### Clock distribution, run 1

Scale: 4 px per micron.
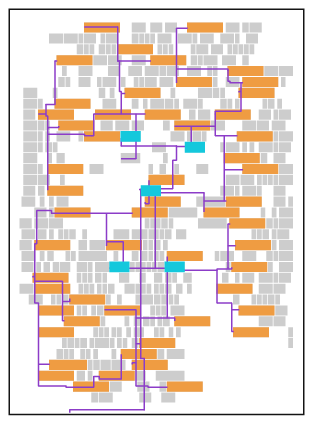
### Wiring by layer, run 1

Scale: 3 px per micron.
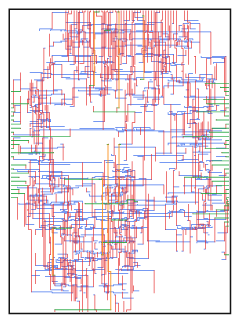
### Signal wires on met3, run 1

Scale: 3 px per micron. Cells faint in the background.
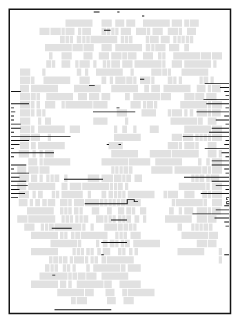
### Track usage over the die, run 1

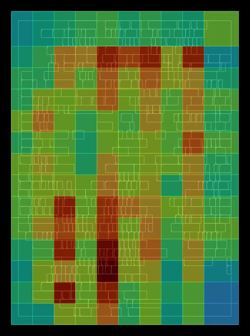
### config.mk
export PLATFORM = sky130hd
export DESIGN_NAME = sl_rx_scheduler
export DESIGN_NICKNAME = d
export VERILOG_FILES = /design/src/rtl/sl_rx_scheduler.sv
export SDC_FILE = /design/constraint.sdc
export NUM_CORES = 1
export LEC_CHECK = 0
export ABC_AREA = 1
export CORE_ASPECT_RATIO = 1.4
export CORE_MARGIN = 2
export CORE_UTILIZATION = 38
export DETAILED_ROUTE_END_ITERATION = 10
export PLACE_DENSITY = 0.88
export SLEW_MARGIN = 20
export SYNTH_ARGS = -nofsm -noshare
export SYNTH_HDL_FRONTEND = slang
export SYNTH_SLANG_ARGS = --single-unit
### constraint.sdc
create_clock -name clk -period 1.8 [get_ports clk]
set_clock_uncertainty 0.2 [all_clocks]
set_input_delay 0.54 -clock clk [delete_from_list [all_inputs] [get_ports clk]]
set_output_delay 0.54 -clock clk [all_outputs]
set_load 0.01 [all_outputs]
### src/rtl/sl_rx_scheduler.sv
// ---------------------------------------------------------------------------
// sl_rx_scheduler
//   Round-robin drain of CHANNEL_COUNT SL receivers into the host-bound 34-bit
//   FIFO write port. Each transfer is framed with 2-bit modifiers:
//     CHANNEL (2'd3) word when the source channel changes, payload {ch,1'b1}
//     DATA    (2'd1) word carrying the received 32-bit word
//     STATUS  (2'd2) word carrying the receiver status (optional)
//
//   Optional feature macro: RX_STATUS_APPEND_EN
//     defined   -> every DATA word is followed by a STATUS word
//     undefined -> no STATUS words; rd_status_rx is ignored
//
// Ports:
//   clk, rst_n          clock, asynchronous active-low reset
//   enable              1 = new grants allowed
//   data_ready_rx       per-receiver word-available level flags
//   rd_data_rx          received words, channel i at [32i+31:32i]
//   rd_status_rx        receiver status, RX_STATUS_REG_WIDTH bits per channel
//   word_picked_rx      one-cycle pulse on the channel whose word was written
//   fifo_write_full     FIFO cannot accept a word
//   fifo_write_data     {modifier[1:0], payload[31:0]}, held until next write
//   fifo_write_inc      one-cycle write strobe
//   cur_channel         index of the currently granted channel
//   busy                FSM not in IDLE
//   clr_timeout_err     sticky: granted receiver kept its ready flag too long
// ---------------------------------------------------------------------------
module sl_rx_scheduler #(
  parameter int CHANNEL_COUNT       = 2,
  parameter int RX_STATUS_REG_WIDTH = 16,
  parameter int CLR_TIMEOUT         = 15
) (
  input  logic                                       clk,
  input  logic                                       rst_n,
  input  logic                                       enable,
  input  logic [CHANNEL_COUNT-1:0]                   data_ready_rx,
  input  logic [32*CHANNEL_COUNT-1:0]                rd_data_rx,
  input  logic [RX_STATUS_REG_WIDTH*CHANNEL_COUNT-1:0] rd_status_rx,
  output logic [CHANNEL_COUNT-1:0]                   word_picked_rx,
  input  logic                                       fifo_write_full,
  output logic [33:0]                                fifo_write_data,
  output logic                                       fifo_write_inc,
  output logic [3:0]                                 cur_channel,
  output logic                                       busy,
  output logic                                       clr_timeout_err
);

  localparam int GW = (CHANNEL_COUNT > 1) ? $clog2(CHANNEL_COUNT) : 1;

  localparam logic [1:0] MOD_DATA    = 2'd1;
  localparam logic [1:0] MOD_STATUS  = 2'd2;
  localparam logic [1:0] MOD_CHANNEL = 2'd3;

  localparam logic [2:0] IDLE      = 3'd0;
  localparam logic [2:0] GRANT     = 3'd1;
  localparam logic [2:0] SEND_CH   = 3'd2;
  localparam logic [2:0] SEND_DATA = 3'd3;
`ifdef RX_STATUS_APPEND_EN
  localparam logic [2:0] SEND_STAT = 3'd4;
`endif
  localparam logic [2:0] WAIT_CLR  = 3'd5;

  logic [2:0]               r_state;
  logic [GW-1:0]            r_sel;
  logic [GW-1:0]            r_last_grant;
  logic [GW-1:0]            r_last_ch;
  logic                     r_ch_valid;
  logic [7:0]               r_cnt;
  logic [33:0]              r_wdata;
  logic                     r_inc;
  logic [CHANNEL_COUNT-1:0] r_picked;
  logic [3:0]               r_cur_channel;
  logic                     r_busy;
  logic                     r_err;

  logic [2:0]               w_next;
  logic                     w_can_write;
  logic                     w_tmo;
  logic                     w_rr_found;
  logic [GW-1:0]            w_rr_grant;
  logic [31:0]              w_rx_data [CHANNEL_COUNT];

  for (genvar g = 0; g < CHANNEL_COUNT; g++) begin : g_unpack_data
    assign w_rx_data[g] = rd_data_rx[32*g +: 32];
  end

`ifdef RX_STATUS_APPEND_EN
  logic [RX_STATUS_REG_WIDTH-1:0] w_rx_stat [CHANNEL_COUNT];
  for (genvar g = 0; g < CHANNEL_COUNT; g++) begin : g_unpack_stat
    assign w_rx_stat[g] = rd_status_rx[RX_STATUS_REG_WIDTH*g +: RX_STATUS_REG_WIDTH];
  end
`else
  // Status port is kept for pin compatibility but carries no function here.
  logic w_unused_status;
  assign w_unused_status = ^rd_status_rx;
`endif

  // A write may only follow a cycle without a strobe, so writes never touch.
  assign w_can_write = !fifo_write_full && !r_inc;
  // Counter starts at 0 in the first WAIT_CLR cycle; this fires on the
  // CLR_TIMEOUT-th edge spent waiting.
  assign w_tmo       = (r_cnt == 8'(CLR_TIMEOUT - 1));

  // Round-robin search starting one past the previous grant, wrapping.
  always_comb begin
    w_rr_found = 1'b0;
    w_rr_grant = '0;
    for (int i = 1; i <= CHANNEL_COUNT; i++) begin
      int idx;
      idx = int'(r_last_grant) + i;
      if (idx >= CHANNEL_COUNT) idx = idx - CHANNEL_COUNT;
      if (!w_rr_found && data_ready_rx[idx[GW-1:0]]) begin
        w_rr_found = 1'b1;
        w_rr_grant = idx[GW-1:0];
      end
    end
  end

  always_comb begin
    w_next = r_state;
    case (r_state)
      IDLE:      if (enable && (|data_ready_rx)) w_next = GRANT;
      // Requests may vanish between IDLE and GRANT; fall back if so.
      GRANT: begin
        if (!w_rr_found)                                  w_next = IDLE;
        else if (!r_ch_valid || (w_rr_grant != r_last_ch)) w_next = SEND_CH;
        else                                              w_next = SEND_DATA;
      end
      SEND_CH:   if (w_can_write) w_next = SEND_DATA;
`ifdef RX_STATUS_APPEND_EN
      SEND_DATA: if (w_can_write) w_next = SEND_STAT;
      SEND_STAT: if (w_can_write) w_next = WAIT_CLR;
`else
      SEND_DATA: if (w_can_write) w_next = WAIT_CLR;
`endif
      WAIT_CLR:  if (!data_ready_rx[r_sel] || w_tmo) w_next = IDLE;
      default:   w_next = IDLE;
    endcase
  end

  always_ff @(posedge clk or negedge rst_n) begin
    if (!rst_n) begin
      r_state       <= IDLE;
      r_sel         <= '0;
      r_last_grant  <= GW'(CHANNEL_COUNT - 1);
      r_last_ch     <= '0;
      r_ch_valid    <= 1'b0;
      r_cnt         <= '0;
      r_wdata       <= '0;
      r_inc         <= 1'b0;
      r_picked      <= '0;
      r_cur_channel <= '0;
      r_busy        <= 1'b0;
      r_err         <= 1'b0;
    end else begin
      r_state  <= w_next;
      r_busy   <= (w_next != IDLE);
      r_inc    <= 1'b0;
      r_picked <= '0;
      case (r_state)
        GRANT: begin
          if (w_rr_found) begin
            r_sel         <= w_rr_grant;
            r_last_grant  <= w_rr_grant;
            r_cur_channel <= 4'(w_rr_grant);
          end
        end
        SEND_CH: begin
          if (w_can_write) begin
            r_inc      <= 1'b1;
            r_wdata    <= {MOD_CHANNEL, 32'({r_sel, 1'b1})};
            r_last_ch  <= r_sel;
            r_ch_valid <= 1'b1;
          end
        end
        // Data is taken at issue time, so stalls see the newest word.
        SEND_DATA: begin
          if (w_can_write) begin
            r_inc    <= 1'b1;
            r_wdata  <= {MOD_DATA, w_rx_data[r_sel]};
            r_picked <= CHANNEL_COUNT'(1) << r_sel;
            r_cnt    <= '0;
          end
        end
`ifdef RX_STATUS_APPEND_EN
        SEND_STAT: begin
          if (w_can_write) begin
            r_inc   <= 1'b1;
            r_wdata <= {MOD_STATUS, 32'(w_rx_stat[r_sel])};
            r_cnt   <= '0;
          end
        end
`endif
        WAIT_CLR: begin
          r_cnt <= r_cnt + 8'd1;
          if (data_ready_rx[r_sel] && w_tmo) r_err <= 1'b1;
        end
        default: ;
      endcase
    end
  end

  assign fifo_write_data = r_wdata;
  assign fifo_write_inc  = r_inc;
  assign word_picked_rx  = r_picked;
  assign cur_channel     = r_cur_channel;
  assign busy            = r_busy;
  assign clr_timeout_err = r_err;

endmodule

==> Changelog: implementation, run 1 <==
### Changed

- DP Area: 0.00378 sq mm
- HPWL after detailed placement: 5.06 mm
- WL met3: 349 microns
- Asr flop ratio synth: 1.00
- R2r startpoint: r_state[2]
- Main logic family: simple AND/OR/NAND/NOR gates
- Core Area: 0.00653 sq mm
- Inserted Clock Buffers: 5
- Combinational share of cell area: 0.265
- Count of final hold-check violations: 0
- Largest net degree at the start of global routing: 40
- Final Setup Violations: 0
- Netlist cell types: 23
- Critical path depth: 1
- Sequential cell area fraction in the yosys report: 0.530
- Most numerous logic cell after layout: nand2_1
- DR iter-0 viols: 88
- Status: finished clean
- Grt ovf: 0
- CP max stage delay: 0.40 ns
- CP startpoint: fifo_write_data[33]
- Die y size: 101 microns
- Fill count: 554
- Final setup margin: 0.0635 ns
- Power Dens Cells: 1140 mW/mm^2
- Initial antenna violation count: 0
- First-pass GRT wire length: 10.9 mm
- Drt pass-1 iters: 5
- Register area: 0.00135 sq mm
- Worst slack at placement: -0.234 ns
Notes on 'Clock distribution' above:
Key: orange = flip-flops [count 54]; purple = clock wires [length 668 microns]; cyan = clock-net drivers [count 5]
There are 6 routed clock nets. Position of the flops: all over the die.
clock latency on the worst-skew pair: 0.30 ns
clk pwr: 0.691 mW
Clock power frac: 0.158

Notes on 'Wiring by layer' above:
Key: blue = M1 [wire length 2570 microns]; red = M2 [wire length 3540 microns]; orange = M4 [wire length 194 microns]; green = M3 [wire length 350 microns]
DR WL/cell: 13.1 microns
routed wire length: 6.65 mm
vias: 2476
GRT Util Overall: 0.186

Notes on 'Signal wires on met3' above:
The wires run mostly horizontal. The layer carries 350 microns of wire.
M3 GR Usage: 0.0300

Notes on 'Track usage over the die' above:
post-layout util: 0.588
met2 usage: 0.342
M1 GR Usage: 0.204

run 1: power by group:
| part | internal (mW) | leakage [nW] | switching, mW |
|---|---|---|---|
| logic | 0.850 | 1.23 | 0.978 |
| registers | 1.60 | 0.695 | 0.247 |
| clock network | 0.311 | 0.0482 | 0.380 |
run 1: flip-flops by register name, summed over array words and instances (netlist names):
| signal | cells |
|---|---|
| r_last_grant | 1 |
| cur_channel | 1 |
| word_picked_rx | 2 |
| r_cnt | 8 |
| fifo_write_data | 34 |
| r_state | 3 |
| r_ch_valid | 1 |
| busy | 1 |
| fifo_write_inc | 1 |
| r_last_ch | 1 |
| clr_timeout_err | 1 |
### Sequential cells colored by netlist name, run 1

Scale: 3 px per micron. Other sequential cells in the stronger gray, the rest of the logic in the fainter gray.
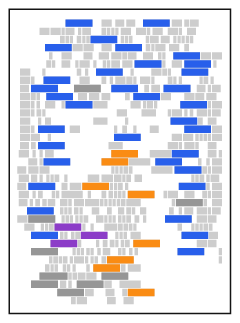

==> run 2, diff against run 1 <==
CORE_UTILIZATION = 41   (was 38)
PLACE_DENSITY = 0.93   (was 0.88)
clock period = 2.1 ns   (was 1.8 ns; I/O delays follow)
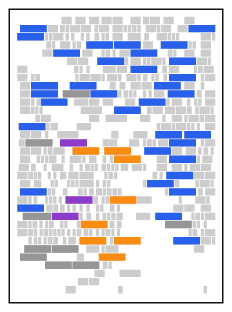
*Sequential cells colored by netlist name, run 2*
Scale: 3 px per micron. Other sequential cells in the stronger gray, the rest of the logic in the fainter gray.
Key: orange = `r_cnt` [flops 8]; blue = `fifo_write_data` [flops 34]; purple = `r_state` [flops 3]
register area: 0.00135 sq mm
P_seq: 1.60 mW
post-layout util: 0.631

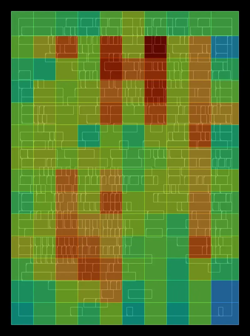
*Track usage over the die, run 2*
M1 GR Usage: 0.248
met2 usage: 0.353
M3 GR Usage: 0.0425
GRT Util Overall: 0.203

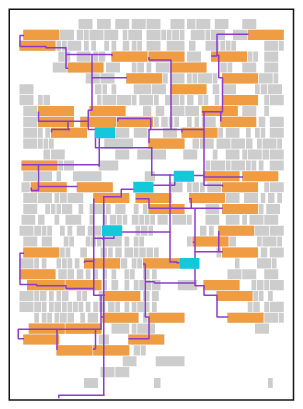
*Clock distribution, run 2*
Scale: 4 px per micron.
Key: cyan = clock-net drivers [count 5]; orange = flip-flops [count 54]; purple = clock wires [length 640 microns]
Position of the flops: all over the die. There are 6 routed clock nets.
clk pwr: 0.658 mW
Clock power frac: 0.166

==> run 2 against run 1 <==
  * Clock power shrank 4.8%
  * Utilization increased by 4.4 points
  * Routed wire length is 0.81% lower
  * Register-to-register slack gained 0.28 ns
  * Total power is 9.2% lower
  * First-iteration DRC count shrank 8.0%
  * Die size down 7.0%
  * Synthesized cell count stayed put
  * Setup slack lost 0.016 ns
  * Final cell count shrank 0.99%
  * Critical path type unchanged
  * Area after synthesis unchanged
==> Changelog: implementation, run 2 <==
### Changed

- Status: finished clean
- Placed cells: 493
- Critical path depth: 1
- Sequential share of power: 0.404
- Die y size: 97.3 microns
- Routed wire length: 6.60 mm
- Combinational share of power: 0.430
- CP startpoint: fifo_write_data[29]
- First-pass GRT wire length: 11.2 mm
- Net Switching: 1.38 mW
- Power Dens Cells: 1020 mW/mm^2
- Combinational Power: 1.70 mW
- Internal power: 2.58 mW
- Switching Share: 0.349
- DR WL/cell: 13.2 microns
- Largest net degree at the start of global routing: 55
- Core Area: 0.00613 sq mm
- Netlist cell types: 23
- Initial antenna violation count: 0
- Final Setup Violations: 0
- R2r startpoint: r_state[1]
- Clock latency on the worst-skew pair: 0.30 ns
- CP max stage delay: 0.56 ns
- Worst slack at placement: -0.0100 ns
- DP Area: 0.00375 sq mm
- WL met3: 443 microns
- Fill count: 503
- Main logic family: simple AND/OR/NAND/NOR gates
- Asr flop ratio synth: 1.00
- Top Consumer: combinational logic
- Sequential cell area fraction in the yosys report: 0.530
- Drt pass-1 iters: 4
==> run 2: final cells by class <==
| cell class | instances | area (sq um) | area share |
|---|---|---|---|
| Clock buffer | 8 | 110 | 0.0285 |
| Inverter | 20 | 75.1 | 0.0194 |
| Multi-Input combinational cell | 227 | 1020 | 0.263 |
| Sequential cell | 54 | 1350 | 0.350 |
| Tap cell | 72 | 90.1 | 0.0233 |
| Timing Repair Buffer | 120 | 1220 | 0.316 |
==> run 2: timing repair <==
| item | 4_1_cts | 5_1_grt |
|---|---|---|
| gates resized | 0 | 2 |
| setup endpoints to repair | 0 | 2 |
| endpoints found under the hold margin | 0 | 0 |
==> run 3, diff against run 2 <==
CORE_UTILIZATION = 37   (was 41)
PLACE_DENSITY = 0.86   (was 0.93)
==> run 3 against run 2 <==
  * Total power up 1.0%
  * Global-route usage down 2.0 points
  * Synthesized cell count unchanged
  * Die size up 10%
  * Hold slack better by 0.18 ns
  * Final cell count up 4.4%
  * Critical endpoint is now fifo_write_data[33]
==> Changelog: implementation, run 3 <==
### Changed

- Status: finished clean
- Final Setup Violations: 0
- Initial antenna violation count: 0
- Asr flop ratio synth: 1.00
- Critical path depth: 1
- DP Area: 0.00380 sq mm
- Count of final hold-check violations: 0
- M1 GR Usage: 0.201
- CP max stage delay: 0.55 ns
- Netlist cell types: 23
- Core Area: 0.00661 sq mm
- # resized after CTS: 0
- Met2 usage: 0.338
- Clock latency on the worst-skew pair: 0.30 ns
- Sequential cell area fraction in the yosys report: 0.530
- Drt pass-1 iters: 4
- CP startpoint: fifo_write_data[33]
- Largest register FFs: 34
- Most numerous logic cell after layout: nand2_1
- R2r startpoint: r_state[1]
- Final setup margin: 0.0518 ns
- DR iter-0 viols: 79
- Power Dens Cells: 1020 mW/mm^2
- Inserted Clock Buffers: 5
[run 3: report_power, final]
part	internal [mW]	switching, mW	total (mW)
clock	0.357	0.319	0.676
combinational	0.881	0.847	1.73
sequential	1.37	0.226	1.60
[run 3: cell type report]
class                   instances  area, sq um
repair buffers                122         1260
fillers                       564         2690
clock buffers                   7         76.3
multi-input cells             227         1020
well taps                      92          115
clock inverters                 1         30.0
flip-flops and latches         54         1350
inverters                      20         75.1
[run 3: routing by layer]
metal	up-vias	wire (microns)
met4	0	199
li1	1209	-
met1	1143	2560
met3	13	461
met2	104	3750
met5	-	0
[run 3: cell families (layout without fill, tap and decap cells)]
family	Yosys count	after routing	share of synthesized area
compound gates	17	17	0.0343
fa+ha+maj	2	2	0.00981
buf+inv	34	150	0.0745
flops	54	54	0.530
other cells	1	3	0.00147
simple gates	205	205	0.350
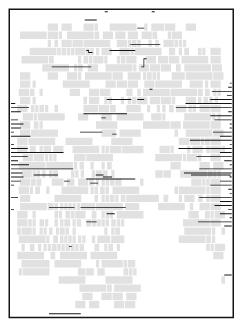
*Signal wires on met3, run 3*
Scale: 3 px per micron. Cells faint in the background.
The layer carries 462 microns of wire. 78 nets have wire on it.
vias: 2469
routed wire length: 6.97 mm
M3 GR Usage: 0.0375

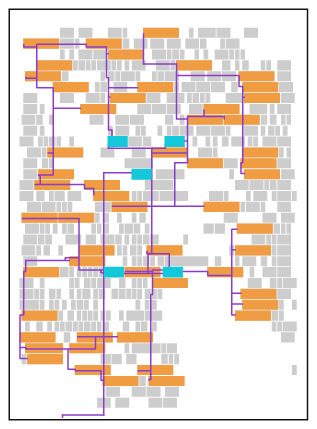
*Clock distribution, run 3*
Scale: 4 px per micron.
Key: purple = clock wires [length 651 microns]; orange = flip-flops [count 54]; cyan = clock-net drivers [count 5]
Position of the flops: all over the die.
Clock power frac: 0.169
clk pwr: 0.676 mW

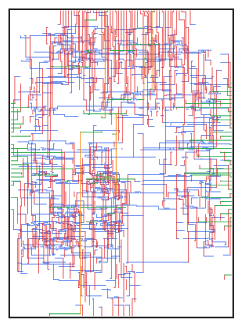
*Wiring by layer, run 3*
Scale: 3 px per micron.
Key: green = M3 [wire length 462 microns]; red = M2 [wire length 3750 microns]; blue = M1 [wire length 2560 microns]; orange = M4 [wire length 200 microns]
GRT Util Overall: 0.184
DR WL/cell: 13.3 microns

No activity file was given, so power comes from the tool's default toggle rates.
